==> config.mk <==
export PLATFORM = sky130hd
export DESIGN_NAME = kb_scancode_decoder
export DESIGN_NICKNAME = d
export VERILOG_FILES = /design/src/rtl/kb_pkg.sv /design/src/rtl/kb_ascii_rom.sv /design/src/rtl/kb_scancode_decoder.sv
export SDC_FILE = /design/constraint.sdc
export NUM_CORES = 1
export LEC_CHECK = 0
export ABC_CLOCK_PERIOD_IN_PS = 3300
export CAP_MARGIN = 20
export CORE_MARGIN = 8
export CORE_UTILIZATION = 60
export CTS_CLUSTER_SIZE = 16
export DETAILED_ROUTE_END_ITERATION = 10
export GPL_TIMING_DRIVEN = 0
export PLACE_DENSITY = 0.88
export SLEW_MARGIN = 15
export SYNTH_ARGS = -nofsm -noshare
export SYNTH_HDL_FRONTEND = slang
export SYNTH_SLANG_ARGS = --single-unit
==> constraint.sdc <==
create_clock -name i_clk -period 3.3 [get_ports i_clk]
set_clock_uncertainty 0.1 [all_clocks]
set_input_delay 0.66 -clock i_clk [delete_from_list [all_inputs] [get_ports i_clk]]
set_output_delay 0.66 -clock i_clk [all_outputs]
set_load 0.03 [all_outputs]
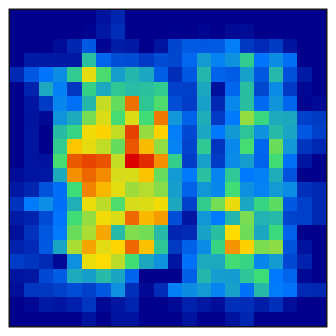
(run_1/wire_density.png)
The die is cut into 22 by 22 equal tiles; dark blue is low, red is high, scaled to the fullest tile. Values are wire area over tile area, all layers added.
emptiest ninth of the die: top right
densest ninth of the die: middle
fullest tile: 0.69
tiles over half the peak: 19%
nearly empty tiles: 21%
total vias in the final route: 3965
all-layer global routing usage: 0.234

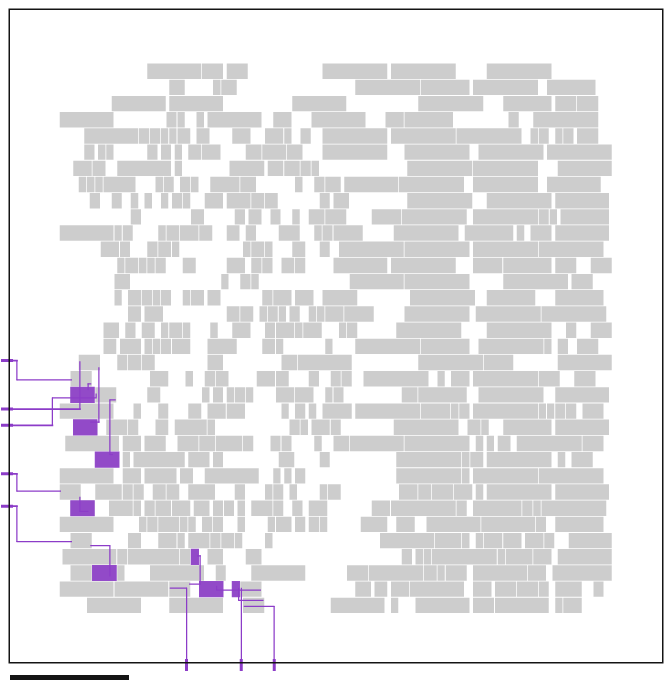
(run_1/port_nets.png)
Bar = 20 um.
legend:
  `i_scan_code`:
    colour: purple
    direction: input
    end_cells: 8
    buffers: 8
    wire: 175 um
num ports: 25
I/O Buffers: 23

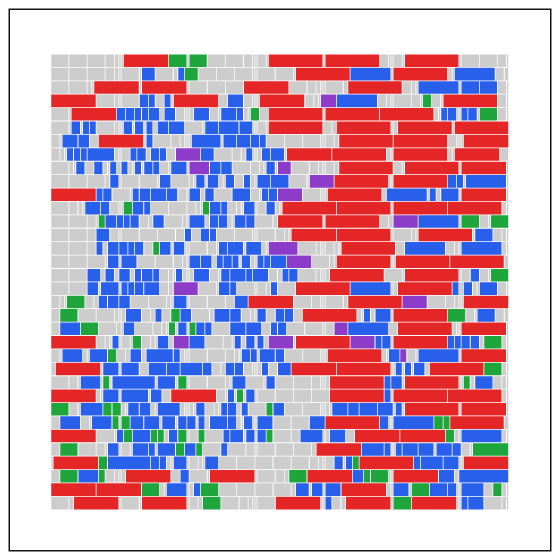
(run_1/cell_classes.png)
Fill, decap, tap and diode cells in grey.
legend:
  other buffers and delay cells:
    colour: green
    cells: 60
    share_of_their_area: 7.1%
  flops:
    colour: red
    cells: 101
    share_of_their_area: 49%
  all other logic:
    colour: blue
    cells: 322
    share_of_their_area: 40%
  clock drivers and dummy loads:
    colour: purple
    cells: 16
    share_of_their_area: 3.3%
sequential share of cell area: 0.480
final instance area: 0.00585 mm^2
standard-cell rows: 34

==> results.txt, run 1 <==
Here are the numbers from the latest Yosys + OpenROAD run.

The total congestion overflow came out at 0. Of all cell types, the one taking the most synthesized area is sky130_fd_sc_hd__edfxtp_1. The number of nets at floorplan is 475.

The cell-internal power came out at 2.59 mW. The total of max-cap violations is 0. At the worst endpoint, the arrival time is 3270 ps. The flip-flop and latch count after synthesis is 101. The post-layout minimum cycle time is 3130 ps.

The number of antenna cells inserted is 0. The clock transition at the registers of the reported paths is 110 ps. The first-pass detailed-route iteration total came out at 5.

The clock group share of total power is 0.177. The clock H-tree reported by CTS has 3 levels. The critical path in the final layout is reported with a setup slack of 166 ps. The maximum clock frequency is 0.319 GHz. The power of the sequential group is 1.72 mW. For this run, the leading register cell type out of synthesis is sky130_fd_sc_hd__edfxtp_1. The leakage power of the design came out at 2.15 nW. The final-layout worst hold slack came out at 59.6 ps.

The slew at the pin closest to its max-slew limit came out at 1070 ps. A synthesized cell averages 11.4 um^2. The run finished with clean final reports. The net switching power of the design came out at 1.56 mW. The share of cells above drive strength 1 is 0.134. The total power is 4.15 mW. The required time of the worst setup path is 3440 ps. The die extent in y is 110 um.

The count of buffering cells on the critical path with inverters included came out at 1. The final routed wire length divided by cell count came out at 21.9 um. TritonCTS built the clock tree.

STA reports a reg2reg setup slack of 170 ps. The sequential element share of the synthesized area came out at 0.535. The post-placement worst setup slack is -704 ps. For reference, the top logic cell family by area is simple AND/OR/NAND/NOR gates.

The share of total power dissipated in combinational logic is 0.408. Per STA, the highest per-stage delay on the worst path measures 730 ps. The post-route fraction of the period consumed by the critical path came out at 0.950. The area share of xor/xnor cells in the synthesized design came out at 0.0300. The number of fillers in the final layout came out at 636.

Yosys reports the multiplexer fraction of the synthesized area as 0.0919. The library cells used most frequently in the layout, excluding fill and tap cells, are sky130_fd_sc_hd__edfxtp_1 (56), sky130_fd_sc_hd__dfrtp_1 (45), sky130_fd_sc_hd__nand2_1 (43), sky130_fd_sc_hd__nor2_1 (34), sky130_fd_sc_hd__a21oi_1 (27). The maximum number of pins on one net before global-route repair is 35. The tally of OpenROAD warnings came out at 26.
-- run 1: per-layer routing --
layer,share of wire,vias to the layer above,GRT usage
met2,0.51,200,0.408
met4,0.042,0,0.117
met3,0.061,52,0.0428
met5,0,-,0
met1,0.39,1924,0.270
li1,-,1789,-
-- run 1: cell type report --
type                            instances  area [um^2]  area share
Inverter                                7         26.3     0.00449
Clock inverter                          6         60.1      0.0103
Sequential cell                       101         2810       0.480
Tap cell                              108          135      0.0231
Clock buffer                           10          128      0.0218
Buffer                                 36          159      0.0272
Multi-Input combinational cell        315         2290       0.391
Timing Repair Buffer                   24          245      0.0419
-- run 1: repair_timing --
item	4_1_cts	5_1_grt
buffers inserted	0	0
endpoints found under the setup margin	7	7
resized	3	5
==> run_1/final_placement.png <==
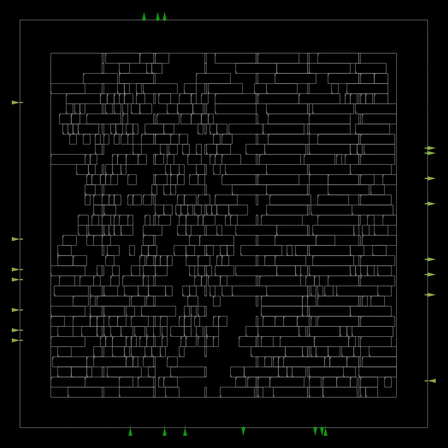

==> run 2: changes to the inputs <==
--- a/config.mk
+++ b/config.mk
@@ -5,14 +5,14 @@
 export SDC_FILE = /design/constraint.sdc
 export NUM_CORES = 1
 export LEC_CHECK = 0
-export ABC_CLOCK_PERIOD_IN_PS = 3300
+export ABC_CLOCK_PERIOD_IN_PS = 2600
 export CAP_MARGIN = 20
 export CORE_MARGIN = 8
-export CORE_UTILIZATION = 60
+export CORE_UTILIZATION = 55
 export CTS_CLUSTER_SIZE = 16
 export DETAILED_ROUTE_END_ITERATION = 10
 export GPL_TIMING_DRIVEN = 0
-export PLACE_DENSITY = 0.88
+export PLACE_DENSITY = 0.86
 export SLEW_MARGIN = 15
 export SYNTH_ARGS = -nofsm -noshare
 export SYNTH_HDL_FRONTEND = slang
==> constraint.sdc (replaced) <==
create_clock -name i_clk -period 2.6 [get_ports i_clk]
set_clock_uncertainty 0.1 [all_clocks]
set_input_delay 0.52 -clock i_clk [delete_from_list [all_inputs] [get_ports i_clk]]
set_output_delay 0.52 -clock i_clk [all_outputs]
set_load 0.03 [all_outputs]
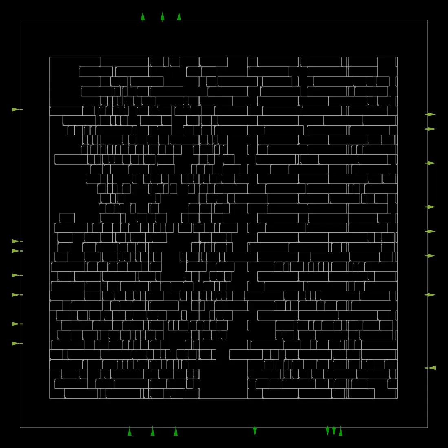
(run_2/final_placement.png)
sequential share of cell area: 0.441
fraction of the core area covered by cells at the end of the flow: 0.690

==> run 2 against run 1 <==
  * The flow now finishes with violations (setup timing)
  * Power is 33% higher
  * Maximum frequency is 15% higher
  * Synthesized cell count stayed put
  * Worst hold slack better by 210 ps
  * Wire length is 3.8% higher
==> results.txt, run 2 <==
Here are the numbers from the latest Yosys + OpenROAD run.

The flow ran to the end, but the final reports show violations. The checks that failed: setup timing. Summed over all instances, the cell type with the most area after synthesis is sky130_fd_sc_hd__edfxtp_1. Across the run, the number of max-cap violations was 0. The net switching power of the design is 2.03 mW. The number of top-level pins came out at 25. TritonCTS built the clock tree. Dividing the detail-routed wire length by the instance count gives 21.3 um. The power of the sequential group came out at 2.20 mW. The final-report setup violation count came out at 2. The routed wirelength on the met1 layer is recorded as 5.35 mm. The highest metal layer with signal wires is met4.

The slew at the pin closest to its max-slew limit is 648 ps. The library cells used most frequently in the layout, excluding fill and tap cells, are sky130_fd_sc_hd__edfxtp_1 (56), sky130_fd_sc_hd__nand2_1 (41), sky130_fd_sc_hd__dfrtp_1 (41), sky130_fd_sc_hd__nor2_1 (32), sky130_fd_sc_hd__a21oi_1 (25). The sequential element share of the synthesized area came out at 0.535.

met2 track demand over resource after global routing is 0.396. The post-layout minimum cycle time is 2730 ps. In the finished design, the share of the clock period the worst path needs comes to 1.05. The share of cells above drive strength 1 came out at 0.248. The post-route worst setup slack is -126 ps. The fraction of met1 tracks used by global routing came out at 0.259. The total routing resource utilization after global routing is 0.220.
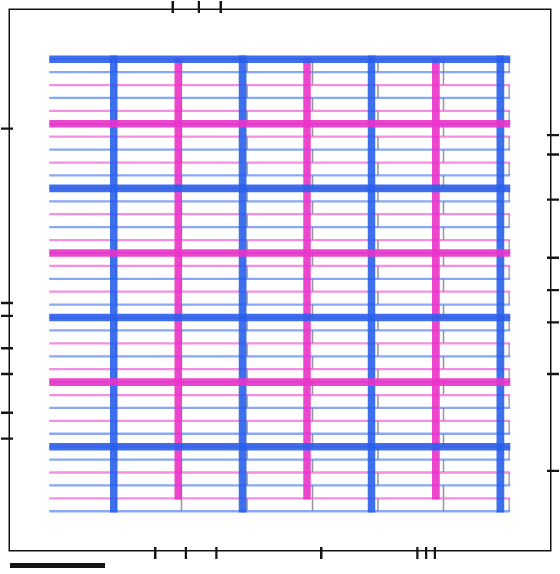
(run_2/pdn.png)
Bar = 20 um. Pins as bars on the die edge. Tap cells in grey.
legend:
  VSS:
    colour: blue
  VDD:
    colour: magenta
met4 straps: 7
tap cells: 129
met1 rails: 36
rows: 35
met5 straps: 7
IR Drop Worst-Case VDD: 509 uV
floorplan die width: 114 um
die extent in y: 114 um
CORE AREA: 0.00924 mm^2

[run 2: through the flow]
stage | std cells | util | hold WS, ps
final | 649 | 0.690 | 269
after global routing | 649 | 0.690 | 274
after CTS | 647 | 0.673 | 273
after detailed placement | 612 | 0.613 | 249
after global placement | 611 | 0.612 | 242
after floorplan | 459 | - | 124
[run 2: area by class of cell]
class / count / area, um^2 / area share
flip-flops and latches: 101 / 2810 / 0.441
multi-input cells: 315 / 2500 / 0.392
repair buffers: 47 / 433 / 0.0679
plain buffers: 34 / 256 / 0.0402
well taps: 129 / 161 / 0.0253
clock buffers: 10 / 128 / 0.0200
clock inverters: 6 / 56.3 / 0.00883
inverters: 7 / 26.3 / 0.00412
Power is estimated from default activity; no workload was simulated.
